`config.mk`:
```
export PLATFORM = sky130hd
export DESIGN_NAME = if_fetch_unit
export DESIGN_NICKNAME = d
export VERILOG_FILES = /design/src/rtl/rv32i_pkg.sv /design/src/rtl/fetch_skid.sv /design/src/rtl/if_fetch_unit.sv
export SDC_FILE = /design/constraint.sdc
export NUM_CORES = 1
export LEC_CHECK = 0
export CAP_MARGIN = 20
export CORE_UTILIZATION = 51
export CTS_CLUSTER_SIZE = 25
export DETAILED_ROUTE_END_ITERATION = 10
export GPL_ROUTABILITY_DRIVEN = 0
export GPL_TIMING_DRIVEN = 0
export PLACE_DENSITY = 0.81
export SKIP_CTS_REPAIR_TIMING = 1
export SLEW_MARGIN = 10
export SYNTH_ARGS = -nofsm -noshare
export SYNTH_HDL_FRONTEND = slang
export SYNTH_SLANG_ARGS = --single-unit
```
`constraint.sdc`:
```
create_clock -name clk -period 4.7 [get_ports clk]
set_input_delay 0.705 -clock clk [delete_from_list [all_inputs] [get_ports clk]]
set_output_delay 0.705 -clock clk [all_outputs]
set_load 0.1 [all_outputs]
```
`src/rtl/rv32i_pkg.sv`:
```
`default_nettype none
// ============================================================================
//  Module      : rv32i_pkg
//  Description : Shared RV32I constants used by fetch, decode and execute:
//                datapath width, canonical NOP encoding, PC increment and a
//                sequential-PC helper.
//  Revision    : 1.0 - initial release
// ============================================================================
package rv32i_pkg;

    localparam int unsigned c_XLEN      = 32;
    localparam logic [31:0] c_NOP_INSTR = 32'h0000_0013;  // addi x0, x0, 0
    localparam logic [31:0] c_PC_INC    = 32'd4;

    // Sequential fetch address; 32-bit modulo so 0xFFFF_FFFC wraps to 0.
    function automatic logic [c_XLEN-1:0] pc_next(input logic [c_XLEN-1:0] pc);
        return pc + c_PC_INC;
    endfunction

endpackage
`default_nettype wire

```
`src/rtl/fetch_skid.sv`:
```
`default_nettype none
// ============================================================================
//  Module      : fetch_skid
//  Description : One-entry skid buffer for the instruction-fetch stage.
//                Captures the in-flight memory response when the stage is
//                held, keeps it until the hold ends, and selects between the
//                held entry and the live response for presentation.
//  Ports       : clk, rst_      - clock, synchronous active-low reset
//                flush          - presented entry consumed or squashed
//                squash         - kill the presented entry this cycle
//                req_valid/pc   - in-flight request tracking from the PC logic
//                req_instr      - live memory read data for that request
//                skid_valid     - buffer occupied
//                pc/instr/valid - presented fetch result
//  Revision    : 1.0 - initial release
// ============================================================================
module fetch_skid
    import rv32i_pkg::*;
(
    input  logic              clk,
    input  logic              rst_,
    input  logic              flush,
    input  logic              squash,
    input  logic              req_valid,
    input  logic [c_XLEN-1:0] req_pc,
    input  logic [c_XLEN-1:0] req_instr,
    output logic              skid_valid,
    output logic [c_XLEN-1:0] pc,
    output logic [c_XLEN-1:0] instr,
    output logic              valid
);

    logic              r_skid_valid;
    logic [c_XLEN-1:0] r_skid_pc;
    logic [c_XLEN-1:0] r_skid_instr;
    logic              w_any_valid;

    // Memory read data is only good for one cycle, so a held request must be
    // captured on the first held edge; later held edges keep the first copy.
    always_ff @(posedge clk) begin
        if (!rst_) begin
            r_skid_valid <= 1'b0;
        end else if (flush) begin
            r_skid_valid <= 1'b0;
        end else if (req_valid && !r_skid_valid) begin
            r_skid_valid <= 1'b1;
            r_skid_pc    <= req_pc;
            r_skid_instr <= req_instr;
        end
    end

    assign skid_valid  = r_skid_valid;
    assign w_any_valid = r_skid_valid | req_valid;

    always_comb begin
        valid = rst_ & w_any_valid & ~squash;
        pc    = '0;
        instr = c_NOP_INSTR;
        if (valid) begin
            if (r_skid_valid) begin
                pc    = r_skid_pc;
                instr = r_skid_instr;
            end else begin
                pc    = req_pc;
                instr = req_instr;
            end
        end
    end

endmodule
`default_nettype wire

```
`src/rtl/if_fetch_unit.sv`:
```
`default_nettype none
// ============================================================================
//  Module      : if_fetch_unit
//  Description : Instruction-fetch stage. Owns the PC, issues reads to a
//                synchronous-read instruction memory and presents the
//                {pc, instr, valid} stream to IF/ID, honouring stall and
//                redirect with no lost, duplicated or bubbled fetches.
//  Ports       : clk, rst_            - clock, synchronous active-low reset
//                stall                - downstream hold
//                redirect/redirect_pc - squash and refetch at target
//                imem_en/addr/rdata   - instruction memory interface
//                pc/instr/valid       - presented instruction
//  Revision    : 1.0 - initial release
// ============================================================================
module if_fetch_unit
    import rv32i_pkg::*;
#(
    parameter logic [31:0] RESET_PC = 32'h0000_0000,
    parameter int          IMEM_AW  = 10
) (
    input  logic               clk,
    input  logic               rst_,
    input  logic               stall,
    input  logic               redirect,
    input  logic [31:0]        redirect_pc,
    output logic               imem_en,
    output logic [IMEM_AW-1:0] imem_addr,
    input  logic [31:0]        imem_rdata,
    output logic [31:0]        pc,
    output logic [31:0]        instr,
    output logic               valid
);

    logic [c_XLEN-1:0] r_fetch_pc;
    logic [c_XLEN-1:0] r_req_pc;
    logic              r_req_valid;
    logic [c_XLEN-1:0] w_redirect_tgt;
    logic [c_XLEN-1:0] w_issue_pc;
    logic              w_skid_valid;
    logic              w_unused_bits;

    assign w_redirect_tgt = redirect_pc & ~32'd3;
    assign w_issue_pc     = redirect ? w_redirect_tgt : r_fetch_pc;

    // A redirect always issues, even under stall, so the target is presented
    // on the very next cycle.
    assign imem_en   = rst_ & (redirect | ~stall);
    assign imem_addr = w_issue_pc[IMEM_AW+1:2];

    assign w_unused_bits = &{1'b0, w_issue_pc[c_XLEN-1:IMEM_AW+2], w_issue_pc[1:0], 1'b0};

    always_ff @(posedge clk) begin
        if (!rst_) begin
            r_fetch_pc  <= RESET_PC;
            r_req_pc    <= '0;
            r_req_valid <= 1'b0;
        end else if (redirect) begin
            r_req_pc    <= w_redirect_tgt;
            r_req_valid <= 1'b1;
            r_fetch_pc  <= pc_next(w_redirect_tgt);
        end else if (!stall) begin
            r_req_pc    <= r_fetch_pc;
            r_req_valid <= 1'b1;
            r_fetch_pc  <= pc_next(r_fetch_pc);
        end else begin
            // Held: the in-flight response moves into the skid buffer.
            r_req_valid <= 1'b0;
        end
    end

    fetch_skid u_fetch_skid (
        .clk        (clk),
        .rst_       (rst_),
        .flush      (redirect | ~stall),
        .squash     (redirect),
        .req_valid  (r_req_valid),
        .req_pc     (r_req_pc),
        .req_instr  (imem_rdata),
        .skid_valid (w_skid_valid),
        .pc         (pc),
        .instr      (instr),
        .valid      (valid)
    );

    // Skid only fills when the request slot empties on the same edge.
    always_ff @(posedge clk) begin
        if (rst_) begin
            assert (!(w_skid_valid && r_req_valid));
        end
    end

endmodule
`default_nettype wire

```
### Wires at chosen ports, followed through buffers

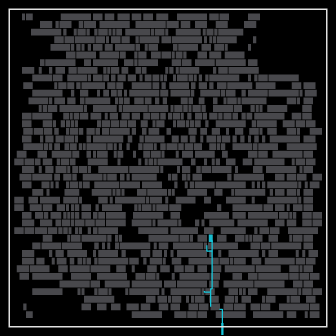
| port | colour | direction | end cells | buffers | wire |
|---|---|---|---|---|---|
| valid | cyan | output | 1 | 1 | 37.2 um |
IO Pins: 144
port buffer count: 138

### The metal 3 layer

Bar = 20 um.
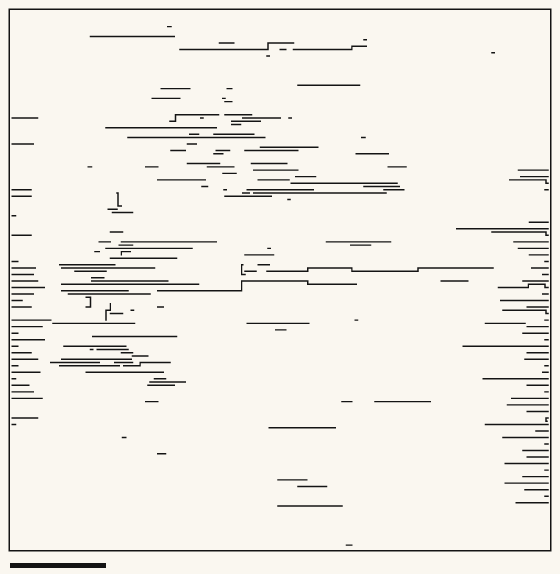
share of all routed wire: 7.6%
main direction: horizontal
wire length on this layer: 1310 um
nets with wire on the layer: 159
via count: 5455
post-detailed-routing wire length: 17.3 mm
met3 track demand over resource: 0.0524

==> Changelog: implementation <==
### Implementation results

* Synthesized area at 0.00624 mm2
* Clock share of power at 0.437
* Seq. cell area at 0.00310 mm2
* Sequential share of power at 0.405
* Leakage power at 3.53 nW
* Power per unit of standard cell area at 354 mW/mm2
* Largest cell class: flip-flops and latches
* Worst setup path startpoint: redirect
* Fraction of layout instances using a drive strength above 1 at 0.0656
* Number of fill cells in the layout at 893
* Dominant Register Cell: sky130_fd_sc_hd__edfxtp_1
* Net load switching power at 0.000819 W
* Routed length on met1 at 7.15 mm
* Proportion of synthesized area in mux cells at 0.145
* Highest metal layer with signal wires: met4
* Diode insertion count for antenna repair at 0
* Worst supply voltage drop on vdd at 0.213 mV
* Logic share of the area at 0.339
* Global-route met1 utilization at 0.357
* Buffering overhead at 0.197
* Synthesized registers at 124
* Post-synthesis sequential area ratio at 0.497
* Hold WS at 446 ps
* Finished Cell Area at 0.00852 mm2
* Max Clock Freq at 216 MHz
* Outcome: completed
* Most area-consuming cells after synthesis: sky130_fd_sc_hd__edfxtp_1 30%, sky130_fd_sc_hd__dfxtp_1 20%, sky130_fd_sc_hd__mux2i_1 14%, sky130_fd_sc_hd__nor2_1 5.5%, sky130_fd_sc_hd__nand2_1 3.7%
* Number of remaining DRC errors at 0
* Worst-skew pair later-pin latency at 420 ps
* Slowest CP cell: sky130_fd_sc_hd__clkdlybuf4s50_1
* Placed instance area at 0.00784 mm2
* Count of warning messages emitted by the tools at 28
* Half-perimeter wire length of the detailed placement result at 12.6 mm
* Max capacitance violation total at 0
* Worst slew pin tran at 1030 ps
* XOR Share, Synth at 0.0519
* CTS tree: done
* Crit path max-delay family: buffers and inverters
* Placed Cells at 908
* Clock Sinks at 124
* Switching share of power at 0.272
* Final Slew Violations at 0
* Sequential-cell power consumption at 0.00122 W
* Overall power at 0.00301 W
* Min-Delay Startpoint: r_req_pc[12]
* Logic pwr share at 0.158
* Height of the die at 113 um
* Floorplan core density at 0.522
### Cell placement

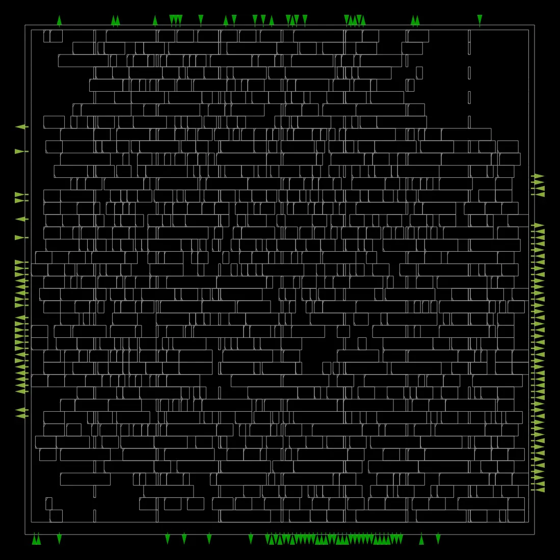
Tapcells: 147
share of the final layout cell area in sequential cells: 0.364
tally of non-filler cells in the final layout: 940
number of cell rows: 40
post-layout utilization of the core: 0.712

No activity file was given, so power comes from the tool's default toggle rates.
